===== src/rtl/reg_spill_fill.sv =====
// Bulk spill/fill engine: walks a wrapping register range one beat per cycle,
// streaming register contents out or writing an incoming stream into the file.
module reg_spill_fill #(
  parameter int unsigned DataWidth  = 8,
  parameter int unsigned NumRegs    = 16,
  parameter int unsigned IndexWidth = $clog2(NumRegs)
) (
  input  logic                  clk,
  input  logic                  rstN,
  input  logic                  cmdValid,
  output logic                  cmdReady,
  input  logic                  cmdFill,
  input  logic [IndexWidth-1:0] cmdBase,
  input  logic [IndexWidth:0]   cmdCount,
  output logic [IndexWidth-1:0] rfReadAddr,
  input  logic [DataWidth-1:0]  rfReadData,
  output logic                  rfWriteEn,
  output logic [IndexWidth-1:0] rfWriteAddr,
  output logic [DataWidth-1:0]  rfWriteData,
  output logic                  outValid,
  input  logic                  outReady,
  output logic [DataWidth-1:0]  outData,
  output logic                  outLast,
  input  logic                  inValid,
  output logic                  inReady,
  input  logic [DataWidth-1:0]  inData,
  output logic                  busy,
  output logic                  done
);

  localparam int unsigned CntWidth = IndexWidth + 1;
  localparam logic [CntWidth:0] NumRegsW = (CntWidth+1)'(NumRegs);

  typedef enum logic [1:0] {
    S_IDLE,
    S_SPILL,
    S_FILL,
    S_DONE
  } state_e;

  state_e                state_q, state_d;
  logic [IndexWidth-1:0] base_q, base_d;
  logic [CntWidth-1:0]   idx_q, idx_d;
  logic [CntWidth-1:0]   rem_q, rem_d;

  logic [CntWidth:0]     base_ext;
  logic [CntWidth:0]     addr_sum;
  logic [CntWidth:0]     addr_wrap;
  logic [IndexWidth-1:0] cur_addr;
  logic [IndexWidth-1:0] base_in;
  logic [CntWidth-1:0]   count_in;
  logic                  beat;

  // Base is pre-reduced below NumRegs at latch time, so base+idx never
  // reaches 2*NumRegs and a single conditional subtract performs the wrap.
  always_comb begin
    base_ext = (CntWidth+1)'(cmdBase);
    if (base_ext >= NumRegsW) begin
      base_ext = base_ext - NumRegsW;
    end
    base_in = base_ext[IndexWidth-1:0];

    if ({1'b0, cmdCount} > NumRegsW) begin
      count_in = NumRegsW[CntWidth-1:0];
    end else begin
      count_in = cmdCount;
    end

    addr_sum  = {2'b00, base_q} + {1'b0, idx_q};
    addr_wrap = addr_sum;
    if (addr_sum >= NumRegsW) begin
      addr_wrap = addr_sum - NumRegsW;
    end
    cur_addr = addr_wrap[IndexWidth-1:0];
  end

  assign beat = ((state_q == S_SPILL) && outReady) ||
                ((state_q == S_FILL) && inValid);

  always_ff @(posedge clk) begin
    if (!rstN) begin
      state_q <= S_IDLE;
      base_q  <= '0;
      idx_q   <= '0;
      rem_q   <= '0;
    end else begin
      state_q <= state_d;
      base_q  <= base_d;
      idx_q   <= idx_d;
      rem_q   <= rem_d;
    end
  end

  always_comb begin
    state_d = state_q;
    base_d  = base_q;
    idx_d   = idx_q;
    rem_d   = rem_q;
    unique case (state_q)
      S_IDLE: begin
        if (cmdValid) begin
          base_d = base_in;
          idx_d  = '0;
          rem_d  = count_in;
          if (count_in == '0) begin
            state_d = S_DONE;
          end else if (cmdFill) begin
            state_d = S_FILL;
          end else begin
            state_d = S_SPILL;
          end
        end
      end
      S_SPILL, S_FILL: begin
        if (beat) begin
          idx_d = idx_q + 1'b1;
          rem_d = rem_q - 1'b1;
          if (rem_q == CntWidth'(1)) begin
            state_d = S_DONE;
          end
        end
      end
      S_DONE: begin
        state_d = S_IDLE;
      end
      default: begin
        state_d = S_IDLE;
      end
    endcase
  end

  always_comb begin
    cmdReady    = 1'b0;
    busy        = 1'b1;
    done        = 1'b0;
    outValid    = 1'b0;
    outLast     = 1'b0;
    inReady     = 1'b0;
    rfWriteEn   = 1'b0;
    rfReadAddr  = cur_addr;
    rfWriteAddr = cur_addr;
    outData     = rfReadData;
    rfWriteData = inData;
    unique case (state_q)
      S_IDLE: begin
        cmdReady = 1'b1;
        busy     = 1'b0;
      end
      S_SPILL: begin
        outValid = 1'b1;
        outLast  = (rem_q == CntWidth'(1));
      end
      S_FILL: begin
        inReady   = 1'b1;
        rfWriteEn = inValid;
      end
      S_DONE: begin
        done = 1'b1;
      end
      default: begin
        busy = 1'b1;
      end
    endcase
  end

endmodule


===== config.mk =====
export PLATFORM = sky130hd
export DESIGN_NAME = reg_spill_fill
export DESIGN_NICKNAME = d
export VERILOG_FILES = /design/src/rtl/reg_spill_fill.sv
export SDC_FILE = /design/constraint.sdc
export NUM_CORES = 1
export LEC_CHECK = 0
export CAP_MARGIN = 20
export CORE_ASPECT_RATIO = 1.2
export CORE_MARGIN = 3
export CORE_UTILIZATION = 36
export CTS_CLUSTER_DIAMETER = 50
export DETAILED_ROUTE_END_ITERATION = 10
export PLACE_DENSITY = 0.75
export SLEW_MARGIN = 20
export SYNTH_ARGS = -nofsm -noshare
export SYNTH_HDL_FRONTEND = slang
export SYNTH_SLANG_ARGS = --single-unit

===== constraint.sdc =====
create_clock -name clk -period 1.6 [get_ports clk]
set_input_delay 0.32 -clock clk [delete_from_list [all_inputs] [get_ports clk]]
set_output_delay 0.32 -clock clk [all_outputs]
set_load 0.01 [all_outputs]

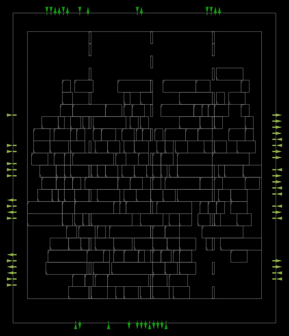
Run 1: placement view
Layout Cells excl Fill: 221
tap cell count: 36
Seq/total area: 0.1785
cell row count: 22

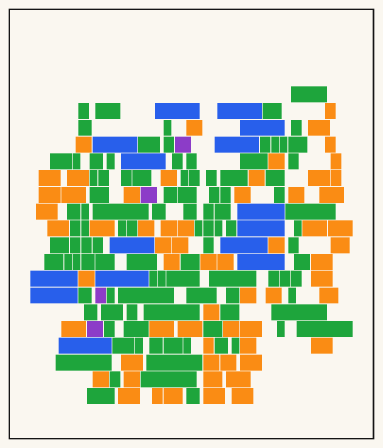
Run 1: placement by cell class
Purple stands for clock drivers and dummy loads, cells 4, share of their area 1.6%. Green stands for combinational and other logic, cells 104, share of their area 49%. Blue stands for sequential cells, cells 15, share of their area 18%. Orange stands for remaining buffers and delay cells, cells 62, share of their area 31%.
Layout Utilization: 0.5630
post-layout instance area: 1767 um^2
core box area: 3138 um^2

==> impl_metrics.ini, run 1 <==
; generated from flow reports
[power]
peakVddDrop_mv = 1.197
p_leak_nw = 0.7766
power_density_nw_per_um2 = 1572

[final_timing]
fin_ws_ns = -0.2622
slew_headroom = 0.8055
setup_viol = 9
tns_ns = -1.574
rsz0062_at_grt = yes
slew_violations = 0
finalHoldViolCount = 0
max_freq_mhz = 537.0
max_slew.worst_pin.slew_ns = 0.2891

[synthesis]
mux_share = 0.04560
xor_area_frac = 0.02902
flop_cell = dfxtp_1
syn_inst = 143
ys_ff = 15
yosysChipArea_um2 = 1207
ys_seq_frac = 0.2487
syn_area_um2 = 1207
synth-edff-count = 0
ys_types = 39
adder_share = 0.1306
yosys_cells = 143
syn_avg_cell_area_um2 = 8.443
floorplan.nets = 186
ys_sh_simple = 0.1699
top_logic_kind = AND-OR/OR-AND gates
aoi_share = 0.1896
async_reset_ff_frac = 0
yosys_warnings = 0

[clocking]
ctsHtreeMaxLevel = 1
cts-buffers-inserted = 3
clkSlewWorstSetupHoldPaths_ns = 0.09
clock_latency_ns = 0.30
cts_tree = done
cts.sinks = 15

[run_status]
status = complete, but fails checks
failed_checks = negative setup slack

[routing]
drc = 0
routedWlPerCell_um = 14.43
firstDrtPassIters = 4
ant_nets = 0
routed_via_density = 5.235
routed-via-count = 1157

[grt]
grt_max_degree = 15
overflow = 0
grt_first_pass_wirelength_um = 4954
antenna_found_initial = 0
track_usage = 0.1523
grt_pass1_vias = 1175
use_met2 = 0.2887
grtUsageMet1 = 0.1580
busiest_layer = met2

[critical_path]
critPathRequiredTime_ns = 1.28
crit_path_end_kind = primary output
crit_path_start_kind = flip-flop
critPathMaxFanout = 2
worstPathArrival_ns = 1.54
path_class = reg2out

[finish]
antenna_cells = 0
fill_cells = 277
nets = 229
drive_above_1_share = 0.4432
syn_to_final_growth_pct = 46.32

[place]
portBuffers = 29
placedCellCount = 215
dp_slack_ns = -0.4068
dp_hpwl_um = 2347

[min_path]
hold_path.class = reg2reg

[job]
drv_cap = 0
warnings = 34

[die]
die_x_um = 58.87
dieArea_um2 = 4088
fp.dieH_um = 69.44
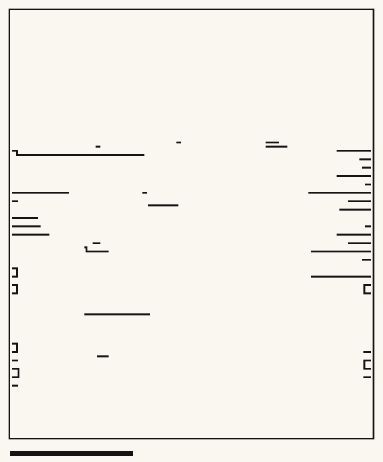
Run 1: M3 wires
The bar under the picture is 20 um long.
The layer holds 4.9% of the routed length. 34 nets have wire on it. The longest straight run is 20.5 um. The wires run mostly horizontal. The layer carries 156 um of wire.
met3 Resource Use GR: 0.02980
final WL: 3189 um

-- run 1: cells by family after synthesis --
family                   after synthesis
XOR/XNOR                               4
AND-OR/OR-AND                         33
AND/OR/NAND/NOR                       41
multiplexers                           5
flip-flops                            15
adder cells (fa/ha/maj)               12
buffers and inverters                 33
-- run 1: path summary, 6_finish.rpt --
kind	slack [ns]	start	cells after the start	endpoint
worst max register to register	-0.09	rem_q[1]	8	state_q[0]
worst max-delay path	-0.26	rem_q[1]	5	outLast
worst min register to register	0.48	base_q[3]	2	base_q[3]
worst min-delay path	0.48	base_q[3]	2	base_q[3]
-- run 1: area by class of cell --
class / instances / area, um^2 / share of cell area
multi-input combinational: 95 / 805.8 / 0.4561
timing repair buffer: 62 / 529.3 / 0.2996
sequential: 15 / 315.3 / 0.1785
tap: 36 / 45.04 / 0.02550
inverter: 9 / 43.79 / 0.02479
clock buffer: 3 / 22.52 / 0.01275
clock inverter: 1 / 5.005 / 0.002833
-- run 1: through the flow --
step,util,area (um^2),hold WS [ns]
6_report,0.5630,1767,0.4777
5_1_grt,0.5630,1767,0.5110
4_1_cts,0.5439,1707,0.4737
3_5_place_dp,0.5120,1607,0.4604
3_3_place_gp,0.5120,1607,0.4490
2_1_floorplan,-,1230,0.4406
-- run 1: metal layers --
metal	vias to the layer above	share of wire
li1	560	-
met1	552	0.40
met2	35	0.53
met3	10	0.049
met4	0	0.023
met5	-	0
-- run 1: power breakdown --
group / switching, mW / internal, mW
combinational: 0.933 / 1.04
sequential: 0.0925 / 0.481
clock: 0.138 / 0.0934
-- run 1: timing repair --
action                                  CTS  global route
hold buffers                              0             0
endpoints found under the hold margin     0             0
endpoints found under the setup margin   23            16
buffers inserted                          2             1
gates resized                            72            14
pin swaps                                 8            11
-- run 1: placed cells by master, fill, tap and decap left out, types with 2 or more instances in the layout --
cell type and instances:
clkbuf_4 3, nor2b_1 3, clkdlybuf4s50_1 14, buf_2 6
buf_6 8, nor2_1 4, xor2_1 2, a21oi_1 11
dfxtp_2 6, ha_1 3, nand3_1 9, o21ai_2 2
inv_1 4, o21ai_0 8, ha_4 8, nor3_1 2
dlygate4sd2_1 4, nand2_1 13, dfxtp_4 2, mux2i_1 3
dfxtp_1 7, clkdlybuf4s15_1 2, inv_4 2, buf_4 27
nor2_2 3, a21oi_2 3
-- run 1: critical path, cell delays in order, from the launching register on --
cell and delay (ns):
dfxtp_2 0.34, inv_2 0.07, ha_4 0.12, or4b_4 0.47, nor2_2 0.11, buf_2 0.14
-- run 1: sequential cells by signal, summed over array words and instances, names as in the netlist --
| signal | cells |
|---|---|
| base_q | 4 |
| idx_q | 4 |
| rem_q | 5 |
| state_q | 2 |
-- run 1: synth_stat cells, types with 3 or more instances --
cell type  instances  share of area
dfxtp_1           15           0.25
ha_1              11           0.11
buf_4             20           0.12
o21ai_0            8          0.033
a21oi_1           12          0.050
nor2_1             7          0.022
nand3_1            9          0.037
nand2_1           13          0.040
nor2b_1            3          0.016
xor2_1             3          0.022
mux2i_1            3          0.025
inv_1              8          0.025
Run 1, sequential cells grouped by signal name:
The bar under the picture is 20 um long. Other sequential cells in the stronger gray, the rest of the logic in the fainter gray.
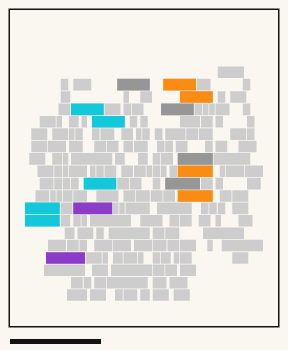

--- run 2 (diff from run 1) ---
PLACE_DENSITY = unset   (was 0.75)
PLACE_DENSITY_LB_ADDON = 0.1   (was unset)
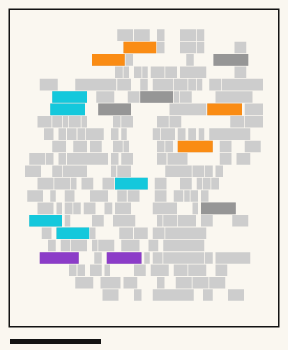
Run 2: sequential cells grouped by signal name
The bar under the picture is 20 um long. Other sequential cells in the stronger gray, the rest of the logic in the fainter gray.
Cyan stands for rem_q, flops 5. Orange stands for base_q, flops 4. Purple stands for state_q, flops 2.
Seq group: 0.558 mW
Layout Utilization: 0.5622
Seq/total area: 0.1773

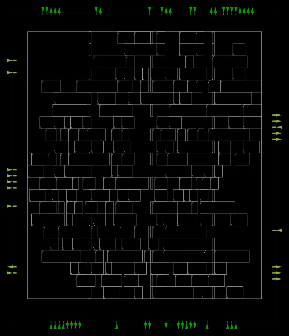
Run 2: placement view
registers: 15
Layout fillers: 297
Layout Cells excl Fill: 218

==> impl_metrics.ini, run 2 <==
; generated from flow reports
[run_status]
status = complete, but fails checks
failed_checks = negative setup slack

[final_timing]
setup_viol = 7
skew_ns = 0.008968
fin_ws_ns = -0.2212
slew_headroom = 0.8120
finalHoldViolCount = 0
timing.final.crit_share = 1.138
max_freq_mhz = 549.1
period_needed_ns = 1.821
rsz0062_at_grt = yes
slew_violations = 0
tns_ns = -1.336
max_slew.worst_pin.slew_ns = 0.2794

[critical_path]
crit_path_start_kind = flip-flop
ff2ff_setup_slack_ns = 0.02
critPathMaxFanout = 2
crit_path_end_kind = primary output
path_class = reg2out
critPathRequiredTime_ns = 1.28
worstPathArrival_ns = 1.50

[clocking]
clkSlewWorstSetupHoldPaths_ns = 0.10
clock_latency_ns = 0.28
ctsHtreeMaxLevel = 1
cts.path.max_buffers = 2
cts.sinks = 15
hold_buffers = 0
cts-buffers-inserted = 3
cts_root_buf = clkbuf_4
cts_tree = done

[place]
portBuffers = 29
placedCellCount = 213
dp_hpwl_um = 2312
place_area_um2 = 1592
place_congestion = 0.7953

[grt]
grt_first_pass_wirelength_um = 4905
grt_pass1_vias = 1115
grt_max_degree = 14
overflow = 0
antenna_found_initial = 0
track_usage = 0.1510

[finish]
largest_register_ff_count = 5
lay_top_cells = 23 x buf_4, 14 x clkdlybuf4s50_1, 12 x nand2_1
drive_above_1_share = 0.4451
nets = 226
syn_to_final_growth_pct = 46.11
antenna_cells = 0
layout_top_cell = buf_4
largest-register = rem_q
reg.largest.list = rem_q: 5 flops, base_q: 4 flops, idx_q: 4 flops
design_area_um2 = 1764

[job]
warnings = 34
drv_cap = 0

[synthesis]
syn_avg_cell_area_um2 = 8.443
yosys_cells = 143
top_cells_by_count = 20 x buf_4, 15 x dfxtp_1, 13 x nand2_1, 12 x a21oi_1, 11 x ha_1
syn_area_um2 = 1207
ys_types = 39
synth-edff-count = 0
floorplan.nets = 186
flop_cell = dfxtp_1
top_area_cell = dfxtp_1
top_cell_area_share = 0.2487
top_cells_by_area = dfxtp_1 25%, buf_4 12%, ha_1 11%
post-synth-top-count-cell = buf_4
ys_ff = 15
yosysChipArea_um2 = 1207
async_reset_ff_frac = 0
yosys_warnings = 0
syn_inst = 143
ys_seq_frac = 0.2487

[routing]
ant_nets = 0
routed_via_density = 5.133
drt_iter0_markers = 8
firstDrtPassIters = 4
routedWlPerCell_um = 13.51
routed-via-count = 1119
wirelength_um = 2946
drc = 0

[power]
finalPower_mw = 2.794
power_density_nw_per_um2 = 1584
p_leak_nw = 0.7765
peakVddDrop_mv = 0.9034

[die]
row_count = 22
die_x_um = 58.87
dieArea_um2 = 4088
fp.dieH_um = 69.44
fp_util = 0.3848
pin_count = 62
core_um2 = 3138

[min_path]
hold_path.class = reg2reg
-- run 2: cell counts after synthesis --
No cell type changed its count.
-- run 2: worst paths after layout --
check,endpoint,cells after the start,from
worst max register to register,state_q[0],7,rem_q[1]
worst min-delay path,base_q[2],2,base_q[2]
worst min register to register,base_q[2],2,base_q[2]
worst max-delay path,outLast,5,rem_q[1]
-- run 2: timing repair --
item | CTS | global route
pin swaps | 5 | 16
gates cloned | 0 | 0
resized | 67 | 25
endpoints found under the setup margin | 24 | 20
setup buffers | 1 | 2
-- run 2: cell families (layout without fill, tap and decap cells) --
family | count (synthesis) | count (layout) | synth area share
simple gates | 41 | 41 | 0.1700
compound gates | 33 | 33 | 0.1897
buf+inv | 33 | 72 | 0.1865
flops | 15 | 15 | 0.2487
fa+ha+maj | 12 | 12 | 0.1306
mux | 5 | 5 | 0.04559
xor+xnor | 4 | 4 | 0.02902
-- run 2: report_power, final --
group	internal, mW	leakage, nW	switching [mW]
registers	0.477	0.126	0.0806
clock network	0.0927	0.0177	0.126
logic	1.07	0.633	0.951
total	1.64	0.776	1.16
-- run 2: layout make-up --
cell class	count	area, um^2
flip-flops and latches	15	312.8
clock buffers	3	22.52
multi-input cells	95	830.8
well taps	36	45.04
clock inverters	1	5.005
inverters	9	43.79
repair buffers	59	504.2
fillers	297	1374
-- run 2: stage by stage --
stage,utilization,hold slack (ns),setup slack (ns)
after CTS,0.5295,0.4743,-0.2549
after detailed placement,0.5072,0.4500,-0.3646
final,0.5622,0.4704,-0.2212
after global placement,0.5072,0.4478,-0.3432
after floorplan,-,0.4406,-0.01457
after global routing,0.5622,0.5137,-0.3103
-- run 2: critical path, cell delays in order (launching register included) --
cell	delay, ns
dfxtp_2	0.33
inv_2	0.07
ha_4	0.12
or4b_4	0.47
nor2_2	0.09
buf_2	0.13
-- run 2: per-layer routing --
metal | global-route usage | up-vias | part of all wire
met2 | 0.2617 | 30 | 0.52
met3 | 0.02980 | 2 | 0.051
met1 | 0.1824 | 532 | 0.42
met4 | 0.04534 | 0 | 0.0064
li1 | - | 555 | -
met5 | 0 | - | 0
Power figures rest on the tool's default switching activity, not on a simulated workload.
